==> config.mk <==
export PLATFORM = sky130hd
export DESIGN_NAME = rv32_mod_regfile_scoreboard
export DESIGN_NICKNAME = d
export VERILOG_FILES = /design/src/rtl/rv32_pkg.sv /design/src/rtl/rv32_mod_wb_arbiter.sv /design/src/rtl/rv32_mod_regfile_scoreboard.sv
export SDC_FILE = /design/constraint.sdc
export NUM_CORES = 1
export LEC_CHECK = 0
export CAP_MARGIN = 20
export CORE_ASPECT_RATIO = 0.8
export CORE_MARGIN = 5
export CORE_UTILIZATION = 41
export CTS_CLUSTER_DIAMETER = 80
export DETAILED_ROUTE_END_ITERATION = 10
export PLACE_DENSITY = 0.82
export SLEW_MARGIN = 20
export SYNTH_ARGS = -nofsm -noshare
export SYNTH_HDL_FRONTEND = slang
export SYNTH_SLANG_ARGS = --single-unit
==> constraint.sdc <==
create_clock -name clk -period 3.4 [get_ports clk]
set_input_delay 0.34 -clock clk [delete_from_list [all_inputs] [get_ports clk]]
set_output_delay 0.34 -clock clk [all_outputs]
set_load 0.01 [all_outputs]
**Routed clock nets over the placement**

Drawn at 3 px/um.
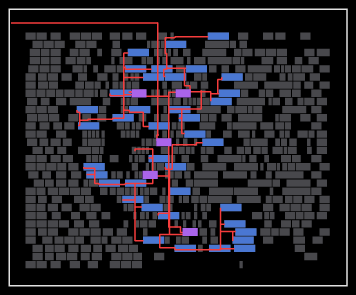
[red] clock wires | length: 548 um
[blue] flip-flops | count: 39
[purple] cells driving clock nets | count: 5
routed clock nets	6
Clk pwr share: 25.8%
Late-Pin Clk Latency: 0.30 ns
skew final: 0.00639 ns

**Placement density heat map**

Drawn at 3 px/um. 11 x 9 tiles, from dark blue (low) to red (high), 0 to 100% covered.
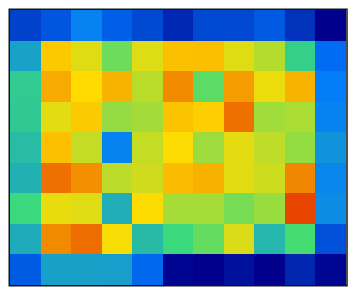
densest ninth of the die	middle
tiles over 75% full	22%
mean over tiles	52%
fullest tile	92%
emptiest ninth of the die	bottom right
nearly empty tiles	5.1%
Core Area: 8020 um2
post-layout util: 68.3%

==> results.ini <==
[logic_synthesis]
topCellsByArea=dfxtp_1, mux4_2, a22o_1
synthTopCellsByCount=nand2_1, dfxtp_1, a22o_1
ys_sh_adder_pct=2.05

[placement]
hpwl_um=11800
place_area_um2=5350
dp.cells=669

[power_and_ir_drop]
peakVddDrop_mv=0.169
p_per_area_nw_per_um2=221
leakagePower_nw=1.95

[route]
vias=4166
routed-wl-met2_um=7050
dr.max_layer_used=met4
via_per_inst=6.14

[sta]
whs_ns=0.511
period_needed_ns=3.27

[die]
fp.dieW_um=112

[outcome]
outcome=completed

[setup_path]
worstSetupEndpointType=output pin
r2r_slack_ns=0.29

[cells_and_area]
layout.cells.non_filler=678

[global_route]
first_global_vias=4171

==> repair_timing <==
item	4_1_cts	5_1_grt
pin swaps	1	2
setup endpoints to repair	1	2
resized	7	7
buffers inserted	1	0
==> report_power, final <==
part | switching (W) | internal [W] | leakage [nW] | total [W]
Clock | 0.000168 | 0.000144 | 0.0422 | 0.000312
Combinational | 0.000191 | 0.000242 | 1.59 | 0.000432
Sequential | 0.00000533 | 0.000460 | 0.315 | 0.000466
Total | 0.000364 | 0.000846 | 1.95 | 0.00121
==> cells in the final DEF, fill, tap and decap left out, drive strengths merged, types with 14 or more instances in the layout <==
master,n
clkdlybuf4s50,166
a22o,37
mux4,25
dfxtp,39
o211ai,29
nor2,19
o21ai,36
nand2,48
buf,34
nand3,14
==> area by class of cell <==
class	count	area share, %
Clock buffer	7	1.39
Clock inverter	1	0.0914
Inverter	7	0.480
Multi-Input combinational cell	310	44.5
Sequential cell	39	14.3
Tap cell	108	2.47
Timing Repair Buffer	206	36.8
==> critical path, cell delays in order <==
cell	delay [ns]
clkdlybuf4s50_1	0.48
buf_6	0.15
mux2_2	0.34
o22ai_1	0.16
o32ai_1	0.12
a32oi_1	0.24
nand4_2	0.17
buf_8	0.22
a21o_2	0.22
clkdlybuf4s50_1	0.49
==> per-stage QoR <==
stage	power (W)	util [%]	worst slack, ns
3_5_place_dp	0.000899	66.7	-0.203
4_1_cts	0.00120	67.9	0.0234
6_report	0.00121	68.3	0.127
5_1_grt	0.00125	68.3	0.00616
3_3_place_gp	0.000894	66.7	-0.168
2_1_floorplan	0.000659	-	0.312
==> layer usage <==
metal | track usage (%) | up-vias
li1 | - | 1876
met1 | 33.2 | 1980
met2 | 48.2 | 279
met3 | 8.36 | 31
met4 | 7.81 | 0
met5 | 0 | -
No activity file was given, so power comes from the tool's default toggle rates.
